[src/rtl/instruction_ram_loader.sv]
// instruction_ram_loader: writer side of the instruction RAM port.
// Packs a stream of 16-bit halfwords (opcode, a, b, c) into 64-bit
// instruction words and writes them to consecutive RAM addresses until an
// OP_EOF (opcode 0) instruction has been written, or the RAM is full.
// Optional feature: define LOADER_CHECKSUM_EN to require a trailing
// 16-bit checksum halfword after the EOF instruction.
module instruction_ram_loader #(
  parameter int          DEPTH        = 256,
  parameter logic [15:0] BASE_ADDRESS = 16'd0
) (
  input  logic        clock,
  input  logic        reset_n,
  input  logic        load_start,
  input  logic [15:0] in_data,
  input  logic        in_valid,
  output logic        in_ready,
  output logic [15:0] ram_address,
  output logic [63:0] ram_data,
  output logic        ram_wren,
  output logic        load_done,
  output logic        load_error,
  output logic [15:0] words_loaded
);

`ifdef LOADER_CHECKSUM_EN
  typedef enum logic [2:0] {S_IDLE, S_COLLECT, S_WRITE, S_CHECK, S_DONE} state_t;
`else
  typedef enum logic [2:0] {S_IDLE, S_COLLECT, S_WRITE, S_DONE} state_t;
`endif

  state_t      state_q, state_d;
  logic [1:0]  idx_q, idx_d;
  logic [15:0] addr_q, addr_d;
  // opcode, a, b of the instruction being collected; c goes straight to ram_data
  logic [47:0] pack_q, pack_d;
  logic        in_ready_q, in_ready_d;
  logic [15:0] ram_address_q, ram_address_d;
  logic [63:0] ram_data_q, ram_data_d;
  logic        ram_wren_q, ram_wren_d;
  logic        load_done_q, load_done_d;
  logic        load_error_q, load_error_d;
  logic [15:0] words_q, words_d;
`ifdef LOADER_CHECKSUM_EN
  logic [15:0] csum_q, csum_d;
`endif
  logic        take;

  assign take = in_valid && in_ready_q;

  // Next-state and next-output computation; all outputs are registered
  always_comb begin
    state_d       = state_q;
    idx_d         = idx_q;
    addr_d        = addr_q;
    pack_d        = pack_q;
    ram_address_d = ram_address_q;
    ram_data_d    = ram_data_q;
    load_error_d  = load_error_q;
    words_d       = words_q;
`ifdef LOADER_CHECKSUM_EN
    csum_d        = csum_q;
`endif
    case (state_q)
      S_IDLE: begin
        if (load_start) begin
          state_d = S_COLLECT;
          addr_d  = BASE_ADDRESS;
          idx_d   = 2'd0;
          words_d = 16'd0;
`ifdef LOADER_CHECKSUM_EN
          csum_d  = 16'd0;
`endif
        end
      end
      S_COLLECT: begin
        if (!load_start) begin
          state_d = S_IDLE;
        end else if (take) begin
          case (idx_q)
            2'd0:    pack_d[47:32] = in_data;
            2'd1:    pack_d[31:16] = in_data;
            2'd2:    pack_d[15:0]  = in_data;
            default: pack_d        = pack_q;
          endcase
`ifdef LOADER_CHECKSUM_EN
          csum_d = csum_q + in_data;
`endif
          idx_d = idx_q + 2'd1;
          if (idx_q == 2'd3) begin
            // Fourth halfword completes the word: present it for exactly one write cycle
            state_d       = S_WRITE;
            ram_data_d    = {pack_q, in_data};
            ram_address_d = addr_q;
            words_d       = words_q + 16'd1;
          end
        end
      end
      S_WRITE: begin
        if (!load_start) begin
          state_d = S_IDLE;
        end else if (ram_data_q[63:48] == 16'd0) begin
`ifdef LOADER_CHECKSUM_EN
          state_d = S_CHECK;
`else
          state_d      = S_DONE;
          load_error_d = 1'b0;
`endif
        end else if (addr_q == 16'(DEPTH - 1)) begin
          // RAM full and the program has not ended: report overflow
          state_d      = S_DONE;
          load_error_d = 1'b1;
        end else begin
          state_d = S_COLLECT;
          addr_d  = addr_q + 16'd1;
          idx_d   = 2'd0;
        end
      end
`ifdef LOADER_CHECKSUM_EN
      S_CHECK: begin
        if (!load_start) begin
          state_d = S_IDLE;
        end else if (take) begin
          state_d      = S_DONE;
          load_error_d = (in_data != csum_q);
        end
      end
`endif
      S_DONE: begin
        if (!load_start) state_d = S_IDLE;
      end
      default: state_d = S_IDLE;
    endcase

    // IDLE drives every output to zero except the address, which parks at the base
    if (state_d == S_IDLE) begin
      ram_address_d = BASE_ADDRESS;
      ram_data_d    = 64'd0;
      load_error_d  = 1'b0;
      words_d       = 16'd0;
    end
`ifdef LOADER_CHECKSUM_EN
    in_ready_d  = (state_d == S_COLLECT) || (state_d == S_CHECK);
`else
    in_ready_d  = (state_d == S_COLLECT);
`endif
    ram_wren_d  = (state_d == S_WRITE);
    load_done_d = (state_d == S_DONE);
  end

  // FSM state and registered outputs
  always_ff @(posedge clock or negedge reset_n) begin
    if (!reset_n) begin
      state_q       <= S_IDLE;
      idx_q         <= 2'd0;
      addr_q        <= BASE_ADDRESS;
      pack_q        <= 48'd0;
      in_ready_q    <= 1'b0;
      ram_address_q <= BASE_ADDRESS;
      ram_data_q    <= 64'd0;
      ram_wren_q    <= 1'b0;
      load_done_q   <= 1'b0;
      load_error_q  <= 1'b0;
      words_q       <= 16'd0;
`ifdef LOADER_CHECKSUM_EN
      csum_q        <= 16'd0;
`endif
    end else begin
      state_q       <= state_d;
      idx_q         <= idx_d;
      addr_q        <= addr_d;
      pack_q        <= pack_d;
      in_ready_q    <= in_ready_d;
      ram_address_q <= ram_address_d;
      ram_data_q    <= ram_data_d;
      ram_wren_q    <= ram_wren_d;
      load_done_q   <= load_done_d;
      load_error_q  <= load_error_d;
      words_q       <= words_d;
`ifdef LOADER_CHECKSUM_EN
      csum_q        <= csum_d;
`endif
    end
  end

  assign in_ready     = in_ready_q;
  assign ram_address  = ram_address_q;
  assign ram_data     = ram_data_q;
  assign ram_wren     = ram_wren_q;
  assign load_done    = load_done_q;
  assign load_error   = load_error_q;
  assign words_loaded = words_q;

endmodule

[config.mk]
export PLATFORM = sky130hd
export DESIGN_NAME = instruction_ram_loader
export DESIGN_NICKNAME = d
export VERILOG_FILES = /design/src/rtl/instruction_ram_loader.sv
export SDC_FILE = /design/constraint.sdc
export NUM_CORES = 1
export LEC_CHECK = 0
export CAP_MARGIN = 10
export CORE_ASPECT_RATIO = 1.25
export CORE_MARGIN = 2
export CORE_UTILIZATION = 40
export CTS_BUF_LIST = sky130_fd_sc_hd__clkbuf_2
export CTS_CLUSTER_DIAMETER = 40
export DETAILED_ROUTE_END_ITERATION = 8
export PLACE_DENSITY = 0.66
export SLEW_MARGIN = 30
export SYNTH_ARGS = -nofsm -noshare
export SYNTH_HDL_FRONTEND = slang
export SYNTH_SLANG_ARGS = --single-unit
export TNS_END_PERCENT = 100
[constraint.sdc]
create_clock -name clock -period 5.4 [get_ports clock]
set_input_delay 1.08 -clock clock [delete_from_list [all_inputs] [get_ports clock]]
set_output_delay 1.08 -clock clock [all_outputs]
set_load 0.02 [all_outputs]
Fig. 1: run 1, clock distribution
Scale bar: 20 um.
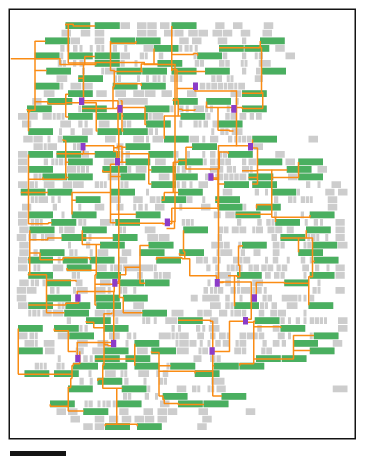
[orange] clock wires | length: 2020 um
[purple] clock drivers | count: 17
[green] flip-flops | count: 169
routed clock nets: 18
flops lie: widely spread
Power Clock: 774 uW
Clk pwr share: 35.5%
Worst Skew: 0.02217 ns
Skew-Pair Late Insertion Delay: 0.76 ns

Fig. 2: run 1, gate families picked out
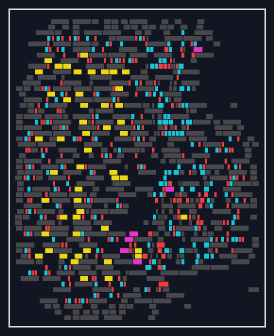
| colour | family | cells | most used |
|---|---|---|---|
| magenta | adder and majority cells | 6 | ha_1 |
| cyan | inverting AOI/OAI gates | 152 | a21oi_1 |
| yellow | multiplexers | 51 | mux2_2 |
| red | NAND gates | 217 | nand2_1 |
Comb/total area: 31.11%
Commonest Layout Cell: nand2_1
Non-Filler Instances: 1050

==> reports/summary.txt, run 1 <==
power per cell area -> 247.0 mW/mm^2
flip-flops with a built-in enable -> 0
initial antenna violation count -> 1
status -> completed
Final Setup Violations -> 0
Slew Limit Fails -> 0
Slew HR -> 36.71%
CP max stage cell -> clkdlybuf4s50_1
CP Buf/Inv Count -> 1
DR WL/cell -> 16.78 um
pre-CTS WS -> 1.750 ns
sequential-to-total area share from yosys stat -> 58.84%
drt pass-1 iters -> 4
Num Clock Sinks -> 169
Crit. End Element -> output pin
clk slew on worst S/H paths -> 0.25 ns
htree depth -> 4
setup repair after global routing missed its margin -> false
area grow syn2layout -> 22.79%
Top delay family on crit path -> buffers and inverters
Die Span Y -> 153.9 um
gpl congestion -> 0.8086
Hold-fix buffers, CTS -> 0
layout cells sized above 1 -> 10.42%
Rows -> 54
Cell Area, Synth -> 0.007187 sq mm
Final period util -> 55.79%
Floorplan Nets -> 736
LEAKAGE -> 0.003705 uW
io pins -> 120
initial DRC count -> 335
CTS resizes -> 0
worst hold slack -> 0.3119 ns
layout net count -> 838
final hold vios -> 0
cell area after layout -> 0.008825 sq mm
CTS tree -> yes
Hold Path Class -> in2async
tool warnings -> 31
placed insts -> 1017
Fig. 3: run 1, where the registers sit
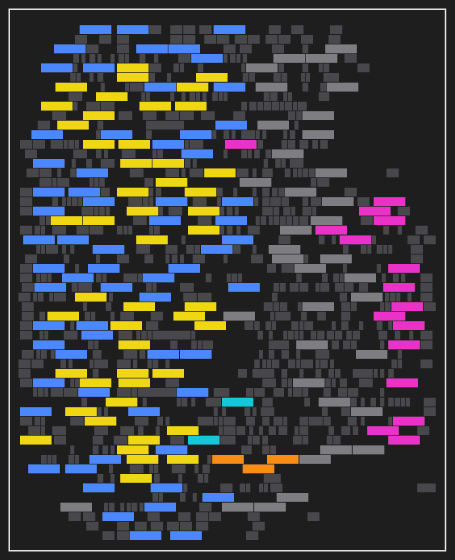
| colour | netlist name | placed flops |
|---|---|---|
| yellow | pack_q | 48 |
| blue | ram_data | 64 |
| orange | state_q | 3 |
| cyan | idx_q | 2 |
| magenta | ram_address | 16 |

Fig. 4: run 1, placement by cell class
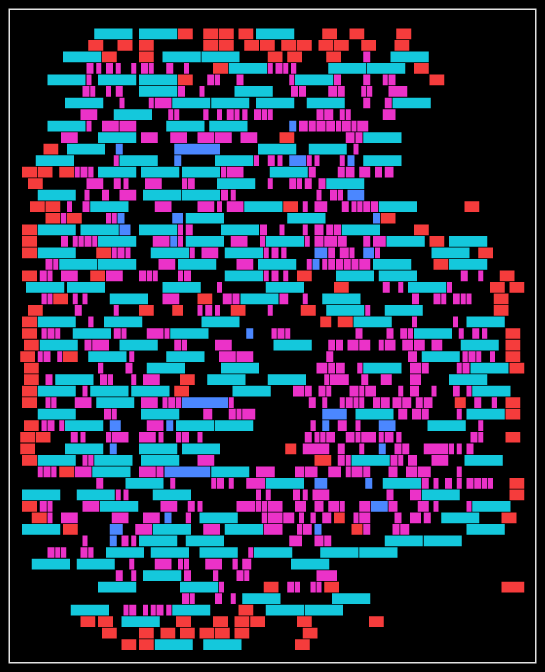
| colour | class | cells | share of their area |
|---|---|---|---|
| blue | clock drivers and dummy loads | 32 | 3.4% |
| magenta | combinational and other logic | 498 | 32% |
| cyan | flops | 169 | 50% |
| red | other buffers and delay cells | 126 | 15% |

run 1: cells in the final DEF (no fill, tap or decap), drive strengths merged, types with 3 or more instances in the layout:
cell type and instances:
nor4 8, clkdlybuf4s50 118, inv 13, buf 8
nor2 20, or4 11, ha 6, clkinvlp 4
and3 3, bufinv 3, dfrtp 169, and2 5
or3 7, mux2i 3, a21oi 97, nor3 3
nand3 9, a31oi 5, nand4 6, a41oi 3
clkbuf 17, o31ai 10, nand2b 6, mux2 48
nand2 194, o21ai 33
run 1: power by group:
part | total (uW) | leakage, uW | internal, uW | switching [uW]
Clock | 774 | 0.000158 | 279 | 495
Sequential | 1310 | 0.00235 | 1290 | 13.9
Combinational | 99.1 | 0.00120 | 36.7 | 62.4
run 1: metrics by stage:
stage | utilization, % | power [uW]
2_1_floorplan | - | 1365
3_3_place_gp | 48.70 | 1427
3_5_place_dp | 48.72 | 1430
4_1_cts | 50.39 | 2211
5_1_grt | 50.43 | 2280
6_report | 50.43 | 2180
run 1: layout make-up:
cell class / count / area, sq um / share of cell area, %
multi-input cells: 492 / 2745 / 31.11
clock buffers: 17 / 85.08 / 0.9641
flip-flops and latches: 169 / 4229 / 47.92
diodes: 1 / 2.502 / 0.02836
repair buffers: 126 / 1252 / 14.19
inverters: 6 / 22.52 / 0.2552
well taps: 224 / 280.3 / 3.176
clock inverters: 15 / 207.7 / 2.354
run 1: path summary, 6_finish.rpt:
kind / from / end / cells past startpoint
worst max-delay path: words_loaded[5] / words_loaded[5] / 1
worst min-delay path: reset_n / ram_data[49] / 1
worst max register to register: state_q[1] / ram_data[6] / 6
worst min register to register: pack_q[1] / ram_data[17] / 2
max in group asynchronous: reset_n / words_loaded[11] / 2
min in group clock: pack_q[1] / ram_data[17] / 2
run 1: routing by layer:
metal  track usage, %  vias up  wire length (um)
met5                0        -                 0
met4            5.886        0               198
met3            4.414       15               788
met2            31.68      118              8762
met1            26.50     2721              7870
li1                 -     2651                 -
run 1: registers in the layout, summed over array words and instances (netlist names):
name,flops
in_ready,1
ram_data,64
load_done,1
pack_q,48
addr_q,16
ram_wren,1
state_q,3
ram_address,16
load_error,1
idx_q,2
words_loaded,16
run 1: kinds of logic after synthesis:
kind of cell,Yosys count,share of synthesized area [%]
simple gates,279,17.20
flops,169,58.84
compound gates,155,11.82
mux,51,7.939
buf+inv,49,3.099
fa+ha+maj,6,1.045
other cells,1,0.05218
==> run 2: changes to the inputs <==
--- a/config.mk
+++ b/config.mk
@@ -12,7 +12,7 @@
 export CTS_BUF_LIST = sky130_fd_sc_hd__clkbuf_2
 export CTS_CLUSTER_DIAMETER = 40
 export DETAILED_ROUTE_END_ITERATION = 8
-export PLACE_DENSITY = 0.66
+export PLACE_DENSITY = 0.68
 export SLEW_MARGIN = 30
 export SYNTH_ARGS = -nofsm -noshare
 export SYNTH_HDL_FRONTEND = slang
==> constraint.sdc (replaced) <==
create_clock -name clock -period 2.7 [get_ports clock]
set_input_delay 0.54 -clock clock [delete_from_list [all_inputs] [get_ports clock]]
set_output_delay 0.54 -clock clock [all_outputs]
set_load 0.02 [all_outputs]
==> reports/summary.txt, run 2 <==
Synth Register Bits -> 169
worst hold slack -> 0.3136 ns
Hold Path Class -> in2async
Worst Skew -> 0.03711 ns
area grow syn2layout -> 24.88%
Slew HR -> 48.07%
layout cells sized above 1 -> 12.10%
clk buf depth -> 2
initial antenna violation count -> 0
flip-flops with a built-in enable -> 0
Cell Area, Synth -> 0.007187 sq mm
vias in the first global route -> 5620
CTS resizes -> 0
logic area -> 0.002745 sq mm
DR WL/cell -> 16.26 um
LEAKAGE -> 0.003805 uW
Core Region -> 0.01750 sq mm
Antenna diodes -> 0
htree depth -> 4
initial DRC count -> 374
Crit. End Element -> output pin
Final period util -> 89.23%
CTS tree -> yes
io pins -> 120
Final Setup Violations -> 0
CP max stage cell -> clkdlybuf4s50_1
clk slew on worst S/H paths -> 0.24 ns
CP Buf/Inv Count -> 1
status -> completed
Rows -> 54
Slew Limit Fails -> 0
most frequent cells in the layout -> nand2_1 (194), dfrtp_1 (169), clkdlybuf4s50_1 (118)
Hold-fix buffers, CTS -> 1
Top delay family on crit path -> buffers and inverters
Commonest Layout Cell -> nand2_1
Die Span Y -> 153.9 um
layout net count -> 856
Seq. cell area -> 0.004229 sq mm
Critical Path Fanout Max -> 9
final hold vios -> 0
tool warnings -> 29
Num Clock Sinks -> 169
drt pass-1 iters -> 4
gr usage total -> 19.29%
Floorplan Nets -> 736
placed insts -> 1034
Largest register FFs -> 64
power per cell area -> 469.9 mW/mm^2
sequential-to-total area share from yosys stat -> 58.84%
==> run 2: cell count changes in the layout (fill, tap and decap cells not counted), moves of 3 or more <==
cell	change
clkinv_4	+3
clkinvlp_4	-3
buf_12	+5
buf_4	+13
==> run 2: final cells by class <==
type / count / share of cell area (%)
Sequential cell: 169 / 47.12
Multi-Input combinational cell: 492 / 30.59
Timing Repair Buffer: 144 / 16.10
Tap cell: 224 / 3.123
Clock inverter: 14 / 1.812
Clock buffer: 18 / 1.004
Inverter: 6 / 0.2509
==> run 2: worst paths after layout <==
kind | startpoint | end | slack [ns] | cells after the start
setup / recovery | words_loaded[6] | words_loaded[6] | 0.29 | 1
hold / removal | reset_n | ram_address[6] | 0.31 | 2
setup reg to reg | addr_q[0] | idx_q[1] | 0.54 | 6
hold reg to reg | words_loaded[15] | words_loaded[15] | 0.51 | 1
max in group asynchronous | reset_n | ram_data[8] | 1.69 | 3
min in group clock | in_data[4] | ram_data[4] | 0.45 | 3
==> run 2: kinds of logic after synthesis <==
kind of cell | share of synthesized area, %
simple gates | 17.20
other cells | 0.05218
mux | 7.939
fa+ha+maj | 1.045
compound gates | 11.82
buf+inv | 3.099
flops | 58.84
==> run 2: power by group <==
group / leakage (uW) / switching [uW] / internal, uW
Clock: 0.000153 / 939 / 458
Combinational: 0.00130 / 126 / 82.7
Sequential: 0.00235 / 28.5 / 2580
Total: 0.00380 / 1090 / 3120
==> run 2: metal layers <==
| metal | wire (um) | up-vias | global-route usage (%) |
|---|---|---|---|
| met2 | 8609 | 135 | 31.34 |
| met5 | 0 | - | 0 |
| met3 | 932 | 12 | 5.267 |
| met1 | 7612 | 2767 | 25.38 |
| met4 | 197 | 0 | 5.297 |
| li1 | - | 2670 | - |
==> run 2: per-stage QoR <==
| stage | power [uW] | cell area (sq um) | utilization (%) | setup slack, ns |
|---|---|---|---|---|
| floorplan | 2730 | 7187 | - | 0.8436 |
| global placement | 2864 | 8712 | 49.79 | 0.3118 |
| detailed placement | 2869 | 8712 | 49.79 | 0.2972 |
| CTS | 4278 | 8975 | 51.29 | 0.2002 |
| global route | 4400 | 8975 | 51.29 | 0.1371 |
| finish | 4218 | 8975 | 51.29 | 0.2908 |
Fig. 5: run 2, clock nets
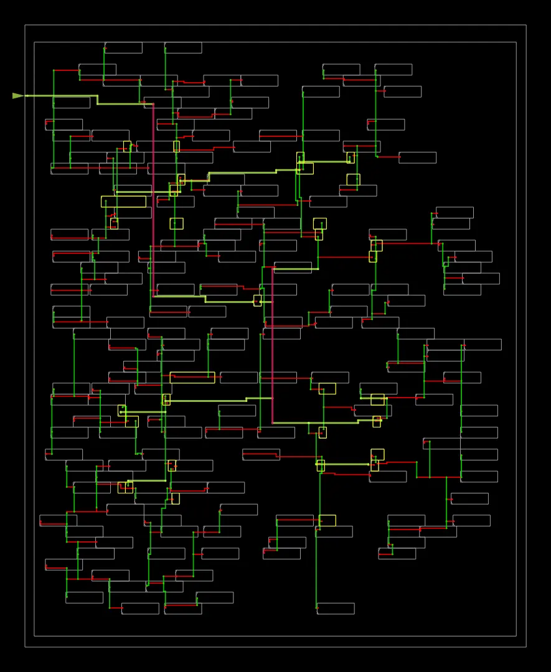
Skew-Pair Late Insertion Delay: 0.72 ns
# clk buffers: 18

Fig. 6: run 2, gate families picked out
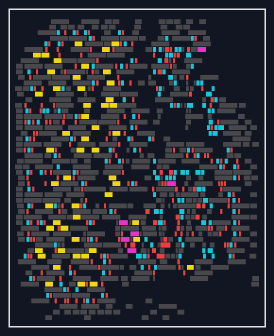
| colour | family | cells | most used |
|---|---|---|---|
| magenta | adder and majority cells | 6 | ha_1 |
| red | NAND gates | 217 | nand2_1 |
| yellow | multiplexers | 51 | mux2_2 |
| cyan | inverting AOI/OAI gates | 152 | a21oi_1 |
Comb/total area: 30.59%
Non-Filler Instances: 1067

Power is estimated from default activity; no workload was simulated.
